## config.mk

```make
export PLATFORM = sky130hd
export DESIGN_NAME = instr_sequencer
export DESIGN_NICKNAME = d
export VERILOG_FILES = /design/src/rtl/instr_sequencer_pkg.sv /design/src/rtl/instr_sequencer_alu4.sv /design/src/rtl/instr_sequencer.sv
export SDC_FILE = /design/constraint.sdc
export NUM_CORES = 1
export LEC_CHECK = 0
export ABC_CLOCK_PERIOD_IN_PS = 3000
export CAP_MARGIN = 20
export CORE_AREA = 2 2 72 74
export DETAILED_ROUTE_END_ITERATION = 6
export DIE_AREA = 0 0 74 76
export GPL_ROUTABILITY_DRIVEN = 0
export PLACE_DENSITY = 0.8
export RECOVER_POWER = 50
export SLEW_MARGIN = 15
export SYNTH_ARGS = -nofsm -noshare
export SYNTH_HDL_FRONTEND = slang
export SYNTH_SLANG_ARGS = --single-unit
```

## constraint.sdc

```tcl
create_clock -name CLK -period 3 [get_ports CLK]
set_input_delay 0.6 -clock CLK [delete_from_list [all_inputs] [get_ports CLK]]
set_output_delay 0.6 -clock CLK [all_outputs]
set_load 0.01 [all_outputs]
```

## src/rtl/instr_sequencer_pkg.sv

```systemverilog
// Shared encodings for the instruction sequencer: FSM states, opcodes and
// system sub-op codes.
package instr_sequencer_pkg;

  typedef enum logic [1:0] {
    ST_FETCH  = 2'd0,
    ST_FETCH2 = 2'd1,
    ST_EXEC   = 2'd2,
    ST_HALT   = 2'd3
  } seq_state_e;

  localparam logic [3:0] OP_NOP  = 4'h0;
  localparam logic [3:0] OP_MOV  = 4'h1;
  localparam logic [3:0] OP_ADD  = 4'h2;
  localparam logic [3:0] OP_SUB  = 4'h3;
  localparam logic [3:0] OP_AND  = 4'h4;
  localparam logic [3:0] OP_OR   = 4'h5;
  localparam logic [3:0] OP_XOR  = 4'h6;
  localparam logic [3:0] OP_NOT  = 4'h7;
  localparam logic [3:0] OP_LDI0 = 4'h8;
  localparam logic [3:0] OP_LDI1 = 4'h9;
  localparam logic [3:0] OP_LDI2 = 4'hA;
  localparam logic [3:0] OP_LDI3 = 4'hB;
  localparam logic [3:0] OP_JMP  = 4'hC;
  localparam logic [3:0] OP_JC   = 4'hD;
  localparam logic [3:0] OP_JZ   = 4'hE;
  localparam logic [3:0] OP_SYS  = 4'hF;

  localparam logic [1:0] SYS_OUT  = 2'b00;
  localparam logic [1:0] SYS_INP  = 2'b01;
  localparam logic [1:0] SYS_HALT = 2'b10;
  localparam logic [1:0] SYS_NOP  = 2'b11;

  // Jumps carry their target in a second byte.
  function automatic logic is_two_byte(input logic [3:0] op);
    return (op == OP_JMP) || (op == OP_JC) || (op == OP_JZ);
  endfunction

endpackage

```

## src/rtl/instr_sequencer_alu4.sv

```systemverilog
// Combinational 4-bit ALU for ops 0x2-0x7; carry is borrow for SUB and zero
// for the logic ops.
module instr_sequencer_alu4
  import instr_sequencer_pkg::*;
(
  input  logic [3:0] op,
  input  logic [3:0] a,
  input  logic [3:0] b,
  output logic [3:0] result,
  output logic       c,
  output logic       z
);

  logic [4:0] sum;

  always_comb begin
    result = 4'h0;
    c      = 1'b0;
    sum    = {1'b0, a} + {1'b0, b};
    case (op)
      OP_ADD: begin
        result = sum[3:0];
        c      = sum[4];
      end
      OP_SUB: begin
        result = a - b;
        c      = (a < b);
      end
      OP_AND:  result = a & b;
      OP_OR:   result = a | b;
      OP_XOR:  result = a ^ b;
      OP_NOT:  result = ~a;
      default: result = 4'h0;
    endcase
    z = (result == 4'h0);
  end

endmodule

```

## src/rtl/instr_sequencer.sv

```systemverilog
// Fetch/decode/execute sequencer driving a 4x4-bit register file; fetches
// 8-bit instructions from a byte-wide ROM and holds PC, flags and output port.
module instr_sequencer
  import instr_sequencer_pkg::*;
(
  input  logic       CLK,
  input  logic       RESET,
  output logic [7:0] ROM_ADDR,
  output logic       ROM_REQ,
  input  logic       ROM_ACK,
  input  logic [7:0] ROM_DATA,
  output logic [1:0] MAIN_SEL,
  output logic [1:0] SUB_SEL,
  output logic [3:0] REG_IN,
  input  logic [3:0] MAIN_OUT,
  input  logic [3:0] SUB_OUT,
  input  logic [3:0] EXT_IN,
  output logic [3:0] OUT_PORT,
  output logic       OUT_VALID,
  output logic       HALTED,
  output seq_state_e STATE_DBG
);

  // ROM handshake: ROM_REQ is the valid, ROM_ACK the ready. A byte transfers
  // on a rising edge where both are high; until then ROM_ADDR stays put, and
  // ROM_ACK means nothing while ROM_REQ is low.

  seq_state_e state, state_next;
  logic [7:0] pc, pc_next;
  logic [7:0] ir, ir_next;
  logic [7:0] tgt, tgt_next;
  logic       c_flag, c_next;
  logic       z_flag, z_next;
  logic [3:0] out_port, out_port_next;
  logic       out_valid, out_valid_next;
  logic       rom_req;

  logic [3:0] op;
  logic [1:0] d;
  logic [1:0] s;
  logic [3:0] alu_result;
  logic       alu_c;
  logic       alu_z;

  assign op = ir[7:4];
  assign d  = ir[3:2];
  assign s  = ir[1:0];

  instr_sequencer_alu4 u_alu (
    .op     (op),
    .a      (MAIN_OUT),
    .b      (SUB_OUT),
    .result (alu_result),
    .c      (alu_c),
    .z      (alu_z)
  );

  always_ff @(posedge CLK or posedge RESET) begin
    if (RESET) begin
      state     <= ST_FETCH;
      pc        <= 8'h00;
      ir        <= 8'h00;
      tgt       <= 8'h00;
      c_flag    <= 1'b0;
      z_flag    <= 1'b0;
      out_port  <= 4'h0;
      out_valid <= 1'b0;
    end else begin
      state     <= state_next;
      pc        <= pc_next;
      ir        <= ir_next;
      tgt       <= tgt_next;
      c_flag    <= c_next;
      z_flag    <= z_next;
      out_port  <= out_port_next;
      out_valid <= out_valid_next;
    end
  end

  // The register file writes every edge, so every non-writing cycle
  // feeds MAIN_OUT straight back into the selected register.
  always_comb begin
    state_next     = state;
    pc_next        = pc;
    ir_next        = ir;
    tgt_next       = tgt;
    c_next         = c_flag;
    z_next         = z_flag;
    out_port_next  = out_port;
    out_valid_next = 1'b0;
    main_sel_q: begin end
    MAIN_SEL       = 2'b00;
    SUB_SEL        = 2'b00;
    REG_IN         = MAIN_OUT;
    rom_req        = 1'b0;
    case (state)
      ST_FETCH: begin
        rom_req = 1'b1;
        if (ROM_ACK) begin
          ir_next    = ROM_DATA;
          pc_next    = pc + 8'd1;
          state_next = is_two_byte(ROM_DATA[7:4]) ? ST_FETCH2 : ST_EXEC;
        end
      end
      ST_FETCH2: begin
        rom_req = 1'b1;
        if (ROM_ACK) begin
          tgt_next   = ROM_DATA;
          pc_next    = pc + 8'd1;
          state_next = ST_EXEC;
        end
      end
      ST_EXEC: begin
        MAIN_SEL   = (op[3:2] == 2'b10) ? ir[5:4] : d;
        SUB_SEL    = s;
        state_next = ST_FETCH;
        case (op)
          OP_NOP: REG_IN = MAIN_OUT;
          OP_MOV: REG_IN = SUB_OUT;
          OP_ADD, OP_SUB, OP_AND, OP_OR, OP_XOR, OP_NOT: begin
            REG_IN = alu_result;
            c_next = alu_c;
            z_next = alu_z;
          end
          OP_LDI0, OP_LDI1, OP_LDI2, OP_LDI3: REG_IN = ir[3:0];
          OP_JMP: pc_next = tgt;
          OP_JC:  if (c_flag) pc_next = tgt;
          OP_JZ:  if (z_flag) pc_next = tgt;
          OP_SYS: begin
            case (s)
              SYS_OUT: begin
                out_port_next  = MAIN_OUT;
                out_valid_next = 1'b1;
              end
              SYS_INP:  REG_IN = EXT_IN;
              SYS_HALT: state_next = ST_HALT;
              SYS_NOP:  REG_IN = MAIN_OUT;
            endcase
          end
        endcase
      end
      ST_HALT: state_next = ST_HALT;
    endcase
  end

  assign ROM_REQ   = rom_req & ~RESET;
  assign ROM_ADDR  = pc;
  assign OUT_PORT  = out_port;
  assign OUT_VALID = out_valid;
  assign HALTED    = (state == ST_HALT);
  assign STATE_DBG = state;

endmodule

```

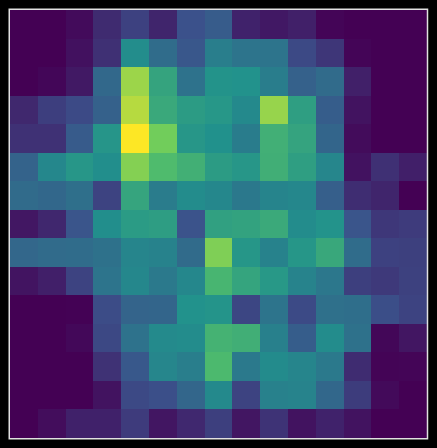
Figure 1: wire density map.
The die is cut into 15 by 15 equal tiles; dark purple is low, yellow is high, scaled to the fullest tile. Values are wire area over tile area, all layers added.
mean over tiles	0.18
emptiest ninth of the die	lower left
tiles over half the peak	20%
densest ninth of the die	centre
nearly empty tiles	17%
fullest tile	0.60

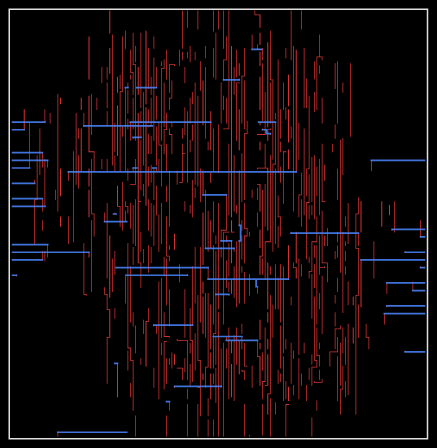
Figure 2: metal layers overlaid.
Only two layers are drawn.
colour	layer	wire length
red	M2	2980 µm
blue	M3	317 µm
final wirelength: 6.18 mm
Vias: 2216
GRT Overall Usage: 22.8%

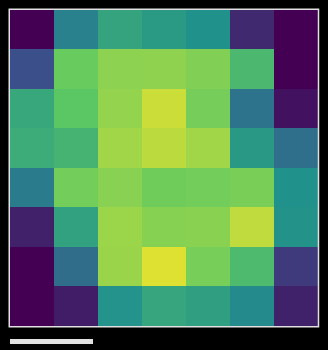
Figure 3: local utilization.
Bar = 20 µm. The die is cut into 7 by 8 equal tiles; dark purple is low, yellow is high, 0 to 100% covered.
mean over tiles	55%
nearly empty tiles	8.9%
tiles over 75% full	39%
densest ninth of the die	centre

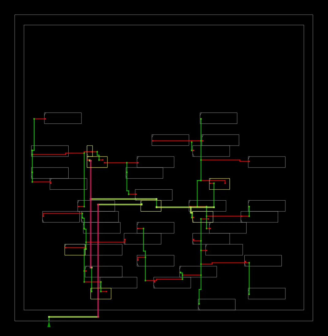
Figure 4: clock wiring as the flow saved it.
Setup Skew: 0.00678 ns
CTS buffer count: 5
flop count: 33

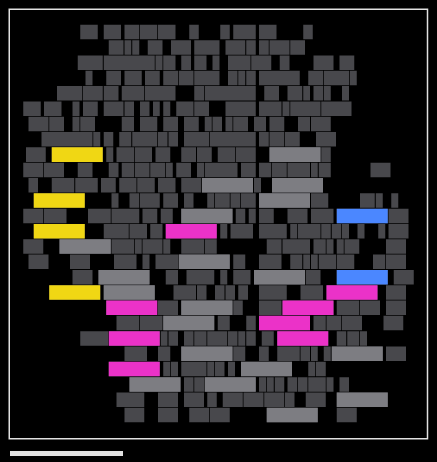
Figure 5: sequential cells coloured by netlist name.
Bar = 20 µm. Other sequential cells in the stronger grey, the rest of the logic in the fainter grey.
colour	name in the netlist	placed flops
blue	STATE_DBG	2
yellow	OUT_PORT	4
magenta	tgt	8
not coloured	19
Seq area share: 25.8%
seq pwr: 924 µW
post-layout util: 65.1%
register area: 826 µm²

==> flow_summary.yaml <==
# implementation run metrics
run_status:
  run_status: "finished with violations"
  violations: "max-capacitance violations, max-slew violations"
pwr:
  p_seq_share_pct: 31.2
  power.group.top: "combinational logic"
  p_leak_nw: 1.43
  fin_total_pwr_mw: 2.96
cells_and_area:
  inverters_excl_clock: 11
  instances_no_fill: 395
  sh_comb_area_pct: 45.3
worst_setup_path:
  cpPeakStageDelay_ns: 0.59
  worstReg2RegEnd: "OUT_PORT[1]"
  ff2ff_path_depth: 4
global_route:
  grt_pass1_wl_mm: 10.1
placed_design:
  pre_cts_slack_ns: -0.775
  place_hpwl_mm: 4.46
timing:
  tightest_slew_ns: 1.76
  final_max_slew_viol_count: 34
  timing.setup.tns_ns: 0
  relSlewSlack_pct: -17.6
synthesis:
  yosys.area_share.simple_pct: 17.3
  synth-warning-count: 0
  edf_count: 0
  ys_sh_xor_pct: 1.11
  topCombFamilyByArea: "AND-OR/OR-AND gates"
flow_run:
  max-cap-violations: 1
  warnings: 34
clocking:
  path_clk_slew_ns: 0.07
  clock_sinks: 33
route:
  dr.pass1.iters: 4
  wl_per_cell_um: 15.6
  wl_met3_um: 316
hold_path:
  hold-path-endpoint: "c_flag"
Power figures rest on the tool's default switching activity, not on a simulated workload.
